===== config.mk =====
export PLATFORM = sky130hd
export DESIGN_NAME = shift_sequencer
export DESIGN_NICKNAME = d
export VERILOG_FILES = /design/src/rtl/shift_sequencer.sv
export SDC_FILE = /design/constraint.sdc
export NUM_CORES = 1
export LEC_CHECK = 0
export CORE_ASPECT_RATIO = 0.5
export CORE_UTILIZATION = 54
export CTS_BUF_LIST = sky130_fd_sc_hd__clkbuf_4
export DETAILED_ROUTE_END_ITERATION = 7
export DONT_BUFFER_PORTS = 1
export PLACE_DENSITY = 0.69
export SYNTH_ARGS = -nofsm -noshare
export SYNTH_HDL_FRONTEND = slang
export SYNTH_SLANG_ARGS = --single-unit

===== constraint.sdc =====
create_clock -name clk -period 2.9 [get_ports clk]
set_clock_uncertainty 0.1 [all_clocks]
set_input_delay 0.435 -clock clk [delete_from_list [all_inputs] [get_ports clk]]
set_output_delay 0.435 -clock clk [all_outputs]
set_load 0.02 [all_outputs]

===== src/rtl/shift_sequencer.sv =====
// ============================================================================
//  shift_sequencer : bit-serial LSL/LSR/ASR/ROR sequencer with N/Z/C flags
//  Revision 1.0 : initial release
// ============================================================================
`default_nettype none

module shift_sequencer #(
    parameter int WIDTH = 32,
    parameter int AMT_W = 8
) (
    input  logic             clk,
    input  logic             rst_n,
    input  logic             start_i,
    input  logic             S_i,
    input  logic [1:0]       stype_i,
    input  logic [WIDTH-1:0] Rm_i,
    input  logic [AMT_W-1:0] amount_i,
    input  logic             carry_in_i,
    input  logic             zero_in_i,
    input  logic             neg_in_i,
    output logic             busy_o,
    output logic             done_o,
    output logic [WIDTH-1:0] Rd_o,
    output logic             carry_out_o,
    output logic             zero_out_o,
    output logic             neg_out_o
);

    localparam logic [1:0] LSL = 2'b00;
    localparam logic [1:0] LSR = 2'b01;
    localparam logic [1:0] ASR = 2'b10;
    localparam logic [1:0] ROR = 2'b11;
    localparam int         CNT_W = 6;

    typedef enum logic [1:0] {
        ST_IDLE  = 2'd0,
        ST_SHIFT = 2'd1,
        ST_DONE  = 2'd2
    } state_t;

    state_t             state_q;
    logic [CNT_W-1:0]   cnt_q;
    logic [WIDTH-1:0]   r_q;
    logic [1:0]         stype_q;
    logic               s_q;
    logic               cin_q, zin_q, nin_q;
    logic               busy_q, done_q;
    logic [WIDTH-1:0]   Rd_q;
    logic               carry_q, zero_q, neg_q;

    logic [CNT_W-1:0]   k_d;
    logic [WIDTH-1:0]   r_step_d;
    logic               c_step_d;
    logic               c_zero_d;

    // Shifts past 33 cannot change the result further, so the count saturates there.
    always_comb begin
        k_d = '0;
        if (stype_i == ROR) begin
            k_d = {1'b0, amount_i[4:0]};
        end else if (amount_i > AMT_W'(33)) begin
            k_d = CNT_W'(33);
        end else begin
            k_d = amount_i[CNT_W-1:0];
        end
        // A non-zero rotate that is a multiple of the width still reports bit 31 as carry.
        c_zero_d = (amount_i == '0) ? carry_in_i : Rm_i[WIDTH-1];
    end

    always_comb begin
        r_step_d = r_q;
        c_step_d = 1'b0;
        case (stype_q)
            LSL: begin
                c_step_d = r_q[WIDTH-1];
                r_step_d = {r_q[WIDTH-2:0], 1'b0};
            end
            LSR: begin
                c_step_d = r_q[0];
                r_step_d = {1'b0, r_q[WIDTH-1:1]};
            end
            ASR: begin
                c_step_d = r_q[0];
                r_step_d = {r_q[WIDTH-1], r_q[WIDTH-1:1]};
            end
            default: begin
                c_step_d = r_q[0];
                r_step_d = {r_q[0], r_q[WIDTH-1:1]};
            end
        endcase
    end

    always_ff @(posedge clk or negedge rst_n) begin
        if (!rst_n) begin
            state_q <= ST_IDLE;
            cnt_q   <= '0;
            r_q     <= '0;
            stype_q <= LSL;
            s_q     <= 1'b0;
            cin_q   <= 1'b0;
            zin_q   <= 1'b0;
            nin_q   <= 1'b0;
            busy_q  <= 1'b0;
            done_q  <= 1'b0;
            Rd_q    <= '0;
            carry_q <= 1'b0;
            zero_q  <= 1'b0;
            neg_q   <= 1'b0;
        end else begin
            case (state_q)
                ST_IDLE: begin
                    done_q <= 1'b0;
                    if (start_i) begin
                        r_q     <= Rm_i;
                        stype_q <= stype_i;
                        s_q     <= S_i;
                        cin_q   <= carry_in_i;
                        zin_q   <= zero_in_i;
                        nin_q   <= neg_in_i;
                        if (k_d == '0) begin
                            state_q <= ST_DONE;
                            done_q  <= 1'b1;
                            Rd_q    <= Rm_i;
                            carry_q <= S_i ? c_zero_d          : carry_in_i;
                            zero_q  <= S_i ? (Rm_i == '0)      : zero_in_i;
                            neg_q   <= S_i ? Rm_i[WIDTH-1]     : neg_in_i;
                        end else begin
                            state_q <= ST_SHIFT;
                            busy_q  <= 1'b1;
                            cnt_q   <= k_d;
                        end
                    end
                end
                ST_SHIFT: begin
                    r_q   <= r_step_d;
                    cnt_q <= cnt_q - 1'b1;
                    if (cnt_q == CNT_W'(1)) begin
                        state_q <= ST_DONE;
                        busy_q  <= 1'b0;
                        done_q  <= 1'b1;
                        Rd_q    <= r_step_d;
                        carry_q <= s_q ? c_step_d              : cin_q;
                        zero_q  <= s_q ? (r_step_d == '0)      : zin_q;
                        neg_q   <= s_q ? r_step_d[WIDTH-1]     : nin_q;
                    end
                end
                ST_DONE: begin
                    done_q  <= 1'b0;
                    state_q <= ST_IDLE;
                end
                default: begin
                    state_q <= ST_IDLE;
                    busy_q  <= 1'b0;
                    done_q  <= 1'b0;
                end
            endcase
        end
    end

    assign busy_o      = busy_q;
    assign done_o      = done_q;
    assign Rd_o        = Rd_q;
    assign carry_out_o = carry_q;
    assign zero_out_o  = zero_q;
    assign neg_out_o   = neg_q;

endmodule

`default_nettype wire


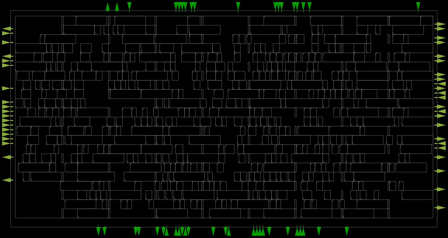
(run_1/placement.png)
sequential cell area share: 46.75%
fin cells: 581
row count: 22
FF+latch count: 83

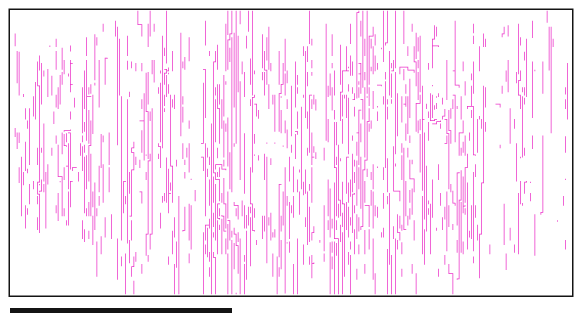
(run_1/layer_met2.png)
Bar = 50 um.
share of all routed wire: 41%
wire length on this layer: 4220 um
nets with wire on the layer: 402

==> results_dict.tcl, run 1 <==
# collected from the flow reports
set metrics [dict create \
    status "finished, final reports clean" \
    drtPass1Iterations 5 \
    yosysWarningCount 0 \
    clock-root-buffer "clkbuf_4" \
    r2r_slack_ns 0.62 \
    dp_slack_ns 0.5133 \
    crit_required_ns 3.18 \
    wl_met2_um 4218 \
    warnings 27 \
    maxCapViolations 0 \
    seqCellArea_um2 2077 \
    slowest_delay_ns 0.55 \
    fin_hold_ws_ns 0.03231 \
    rr_worst_depth 6 \
    place_inst 561 \
    final.setup.tns_ns 0 \
    powerClk_mw 0.853 \
    leakagePower_nw 1.807 \
    gr-total-overflow 0 \
    cpMostUsedCell "or4_1" \
    p_int_mw 2.955 \
    grt.total_usage_pct 27.28 \
    busiest_layer "met1" \
    routed_via_density 5.950 \
    path_clk_slew_ns 0.14 \
    synth.top_cells.by_count "nand2_1 (105), dfrtp_1 (83), o21ai_0 (77), a21oi_1 (71), clkbuf_1 (25)" \
    slowest_stage "or4_1" \
    worstPathMaxFanout 5 \
    cp_cell_sequence "or4_1, or4_1, o22ai_1, and4_1, a21oi_1, o31ai_2" \
    hold_viol_final 0 \
    mi_logic_area_um2 1926 \
    wire_per_inst_um 17.57 \
    yosys.area.top_type "dfrtp_1" \
    postCtsHoldBufs 3 \
    rsz0062_at_grt "no" \
    final_cell_mix "nand2_1 (104), dfrtp_1 (83), o21ai_0 (76), a21oi_1 (71), nor2_1 (20)" \
    worstHoldStart "stype_i[0]" \
    post-route-period-util_pct 78.47 \
    core_area_um2 7405 \
    drive_gt1_share_pct 9.897 \
    nFillCells 673 \
    mux_share_pct 2.577 \
    layout_min_cycle_time_ns 2.276 \
    fp.dieW_um 126.4 \
    drc_errors 0 \
    grt_pass1_vias 3179 \
    p_comb_mw 2.35 \
    ir_drop_v 0.0007636 \
    setup-violations-final 0 \
    lay_top_count "nand2_1" \
    dpl-instance-area_um2 4202 \
    slew_viol_final 0 \
    grt_max_degree 84 \
    cp.arrival_ns 2.55 \
    dr.first_iter.drc_count 346 \
    aoi_share_pct 25.71 \
    syn_avg_cell_area_um2 8.504 \
    portBuffers 0 \
    vias 3457 \
    powerSeq_mw 2.49 \
    critical_path_class "reg -> reg" \
    syn_to_final_growth_pct 6.413 \
    xor_share_pct 0 \
    routed_wl_um 10210 \
    pwr-share-comb_pct 41.2 \
    cts_sinks 83 \
    ant_nets 0 \
    setup_ws_ns 0.6244 \
    worst_pin_slew_ns 0.7574 \
    floorplan.nets 542 \
    met2_usage_pct 37.50 \
    critPathCaptureType "flop" \
    worstSkewPairLatency_ns 0.46 \
    post_cts_buffers 0 \
]
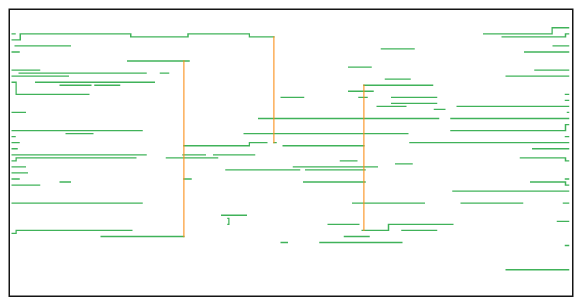
(run_1/wires.png)
Two of the layers only.
| layer | color | wire length |
|---|---|---|
| metal 3 | green | 1040 um |
| metal 4 | orange | 95.9 um |

## run 1: worst min-delay path by stage
stage                      end  slack, ns  depth (start not counted)
finish              stype_q[0]       0.03                          1
global route               s_q      0.003                          1
CTS                      nin_q      0.002                          1
detailed placement     Rd_o[5]       0.04                          0
global placement       Rd_o[6]       0.04                          0
floorplan              Rd_o[0]       0.04                          0
## run 1: area by class of cell
class                      count  area share, %
inverter                       7         0.5914
timing repair buffer          11          2.478
sequential                    83          46.75
clock inverter                 7          2.619
multi-input combinational    368          43.34
tap                           96          2.703
clock buffer                   9          1.521
## run 1: critical path, delay by kind of cell (launching register included)
family           cells  cell delay (ns)
AND/OR/NAND/NOR      3             1.17
flip-flops           1             0.46
AND-OR/OR-AND        3             0.46
==> run 2: changes to the inputs <==
Clock period 2.9 ns to 2.13 ns, I/O delays scaled along.
==> run 2 against run 1 <==
Net effect: synthesized cell count did not move; combinational power grew 52%; largest cell class unchanged; utilization is 5.8 points higher; critical path depth unchanged; synthesized area unchanged; setup slack worse by 0.65 ns; maximum frequency up 5.3%; the run now ends with negative hold slack, negative setup slack left; routed wire length up 8.3%; final cell count grew 8.4%; clock power increased by 11%; critical endpoint unchanged.
==> results_dict.tcl, run 2 <==
# collected from the flow reports
set metrics [dict create \
    status "finished with violations" \
    violations "negative hold slack, negative setup slack" \
    seqCellArea_um2 2077 \
    syn_to_final_growth_pct 16.66 \
    final.setup.tns_ns -0.03023 \
    warnings 31 \
    aoi_share_pct 25.71 \
    mux_share_pct 2.577 \
    place_inst 575 \
    worstPathMaxFanout 2 \
    post_cts_buffers 0 \
    p_int_mw 4.066 \
    ant_nets 0 \
    grt_pass1_vias 3566 \
    yosys.area.top_type "dfrtp_1" \
    hold_viol_final 83 \
    row_count 22 \
    drtPass1Iterations 5 \
    pwr-share-comb_pct 45.2 \
    fp_util_pct 56.39 \
    fin_total_pwr_mw 7.894 \
    crit_required_ns 2.41 \
    fp.dieW_um 126.4 \
    critPathCaptureType "flop" \
    setup_ws_ns -0.03023 \
    layout_min_cycle_time_ns 2.160 \
    dr.first_iter.drc_count 377 \
    drc_errors 0 \
    lay_top_count "nand2_1" \
    mi_logic_area_um2 1933 \
    core_area_um2 7405 \
    grt.total_usage_pct 29.66 \
    powerClk_mw 0.945 \
    gr-total-overflow 0 \
    floorplan.nets 542 \
    final_cell_mix "nand2_1 (104), dfrtp_1 (83), o21ai_0 (76), a21oi_1 (70), dlygate4sd3_1 (39)" \
    synth.top_cells.by_count "nand2_1 (105), dfrtp_1 (83), o21ai_0 (77), a21oi_1 (71), clkbuf_1 (25)" \
    postCtsHoldBufs 39 \
    syn_avg_cell_area_um2 8.504 \
    powerSeq_mw 3.38 \
    xor_share_pct 0 \
    setup-violations-final 1 \
    maxCapViolations 0 \
    critical_path_class "reg -> reg" \
    worst_pin_slew_ns 0.5771 \
    grt_max_degree 84 \
    yosysWarningCount 0 \
    r2r_slack_ns -0.03 \
    instances_no_fill 630 \
    dpl-instance-area_um2 4332 \
    routed_wl_um 11060 \
    leakagePower_nw 1.996 \
    cts_sinks 83 \
    portBuffers 0 \
    slew_viol_final 0 \
    wire_per_inst_um 17.55 \
    vias 3744 \
    p_comb_mw 3.57 \
    fin_hold_ws_ns -0.5694 \
]
run 2: layer usage:
metal	up-vias	GRT usage [%]	part of all wire, %
li1	1817	-	-
met1	1752	40.28	46
met2	157	45.58	43
met3	18	9.799	9.3
met4	0	7.831	1.3
met5	-	0	0
run 2: layout make-up:
type / instances / share of cell area, %
Multi-Input combinational cell: 368 / 39.69
Inverter: 7 / 0.5394
Clock inverter: 6 / 1.361
Tap cell: 96 / 2.466
Timing Repair Buffer: 60 / 11.76
Sequential cell: 83 / 42.64
Clock buffer: 10 / 1.541
run 2: worst max-delay path: stages (launching register included):
cell,delay (ns)
dfrtp_1,0.40
or4_4,0.53
or4_1,0.42
o22ai_1,0.15
and4_1,0.25
a21oi_2,0.08
o31ai_2,0.17
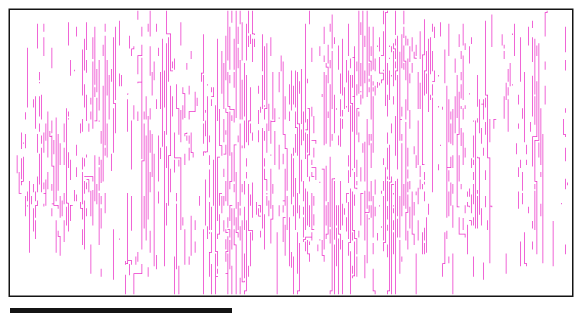
(run_2/layer_met2.png)
Bar = 50 um.
main direction: vertical
longest straight run: 32.8 um
nets with wire on the layer: 455
share of all routed wire: 43%
wire length on this layer: 4790 um

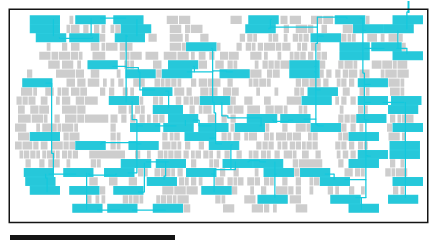
(run_2/io_fan.png)
Bar = 50 um.
| port | color | bits | direction | end cells | buffers | wire |
|---|---|---|---|---|---|---|
| rst_n | cyan | 1 | input | 83 | 0 | 574 um |

==> run 3: changes to the inputs <==
Settings changed: GPL_TIMING_DRIVEN set to 0.
==> run 3 against run 2 <==
Net effect: the flow still finishes with violations (negative hold slack, negative setup slack); worst hold slack better by 0.020 ns; cell area down 1.7%; first-iteration DRC count up 2.9%; global-route usage up 2.8 points; final cell count up 0.32%; critical path type unchanged.
==> results_dict.tcl, run 3 <==
# collected from the flow reports
set metrics [dict create \
    status "finished with violations" \
    violations "negative hold slack, negative setup slack" \
    grt.total_usage_pct 32.42 \
    aoi_share_pct 25.71 \
    wire_per_inst_um 19.32 \
    met3_usage_pct 10.13 \
    cp.arrival_ns 2.44 \
    dp_slack_ns -0.2565 \
    worstSetupPathDepth 6 \
    seqCellArea_um2 2078 \
    floorplan.nets 542 \
    wl_met2_um 5126 \
    drtPass1Iterations 7 \
    syn_avg_cell_area_um2 8.504 \
    layout_min_cycle_time_ns 2.176 \
    seq_share_pct 43.39 \
    yosys.area.top_type "dfrtp_1" \
    syn_to_final_growth_pct 14.71 \
    nonClockBufferCount 65 \
    grt_max_degree 84 \
    crit_required_ns 2.40 \
    clkCellAreaFrac_pct 2.847 \
    pwr-share-comb_pct 45.6 \
    layout.nonclk_buf_share_pct 10.29 \
    clkbuf_count 9 \
    setup-violations-final 1 \
    post_cts_buffers 0 \
    vias 3893 \
    worstSkewPairLatency_ns 0.45 \
    top_layer_used "met4" \
    postCtsHoldBufs 32 \
    setup_ws_ns -0.04576 \
    hold_viol_final 83 \
    mux_share_pct 2.577 \
    critical_path_class "reg -> reg" \
    worstPathMaxFanout 5 \
    core_area_um2 7405 \
    fin_hold_ws_ns -0.5490 \
]
-- run 3: netlist changes by cell type in the layout (fill, tap and decap cells not counted), sizes merged --
cell | before | now
bufinv | 1 | 2
dlygate4sd3 | 39 | 32
buf | 21 | 7
clkbuf | 10 | 35
clkinvlp | 3 | 0
-- run 3: metrics by stage --
step	utilization [%]	total power, mW	hold WS [ns]	area (um2)
floorplan	-	5.854	-0.07609	4175
global placement	58.01	6.842	-0.07468	4295
detailed placement	58.01	6.920	-0.07511	4295
CTS	64.41	7.982	-0.5678	4770
global route	64.68	8.705	-0.5777	4790
finish	64.68	8.096	-0.5490	4790
-- run 3: logic make-up after synthesis --
logic type      Yosys count
simple gates            160
buf+inv                  40
fa+ha+maj                 2
mux                      10
compound gates          196
flops                    83
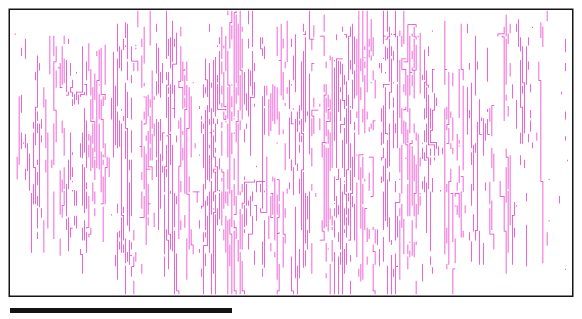
(run_3/layer_met2.png)
Bar = 50 um.
nets with wire on the layer: 458
wire length on this layer: 5130 um

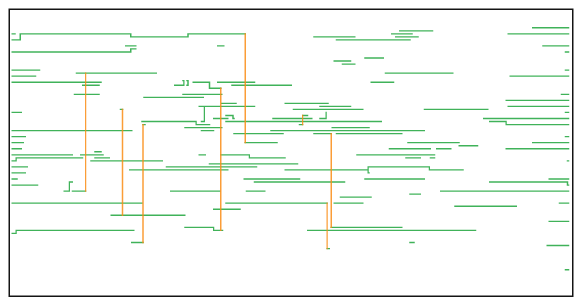
(run_3/wires.png)
Two of the layers only.
| layer | color | wire length |
|---|---|---|
| metal 4 | orange | 167 um |
| metal 3 | green | 1240 um |


## Gallery

Sequential cells colored by netlist name.
Other sequential cells in the stronger gray, the rest of the logic in the fainter gray.
shot_01.png
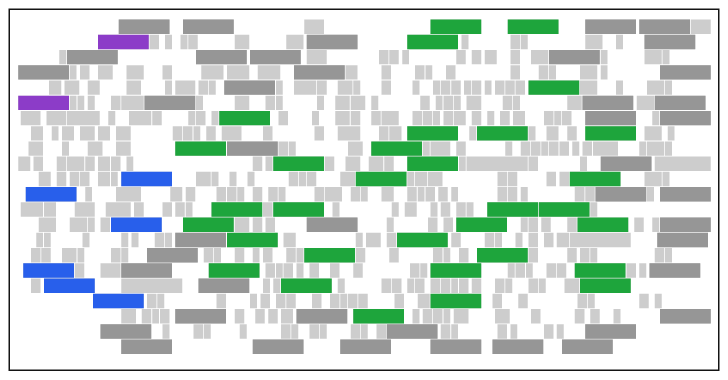
shot_02.png
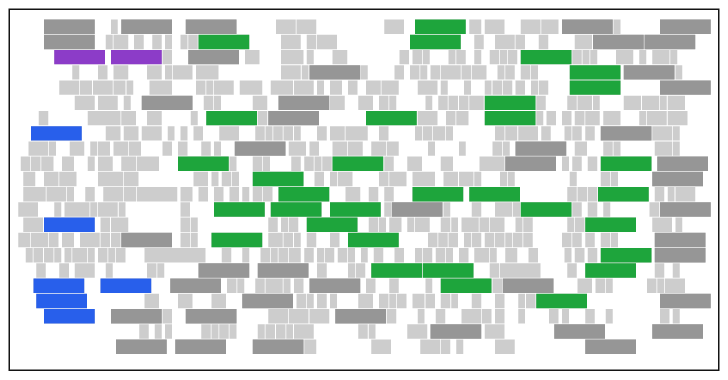
shot_03.png
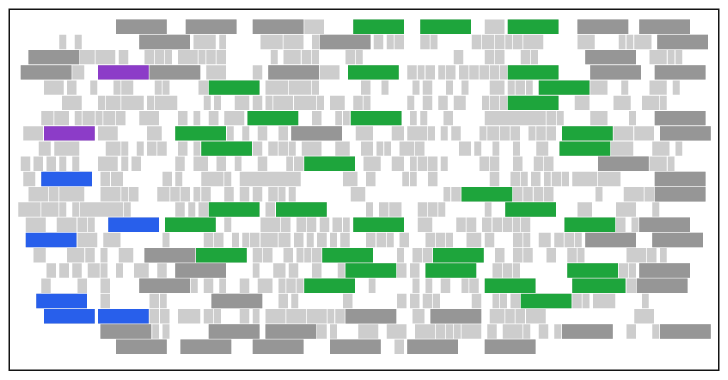
run 2 -> shot_02.png
run 1 -> shot_01.png
run 3 -> shot_03.png

Key to shot_02.png:
| netlist name | color | flops |
|---|---|---|
| cnt_q | blue | 6 |
| state_q | purple | 2 |
| r_q | green | 32 |
not colored: 43

Power is estimated from default activity; no workload was simulated.
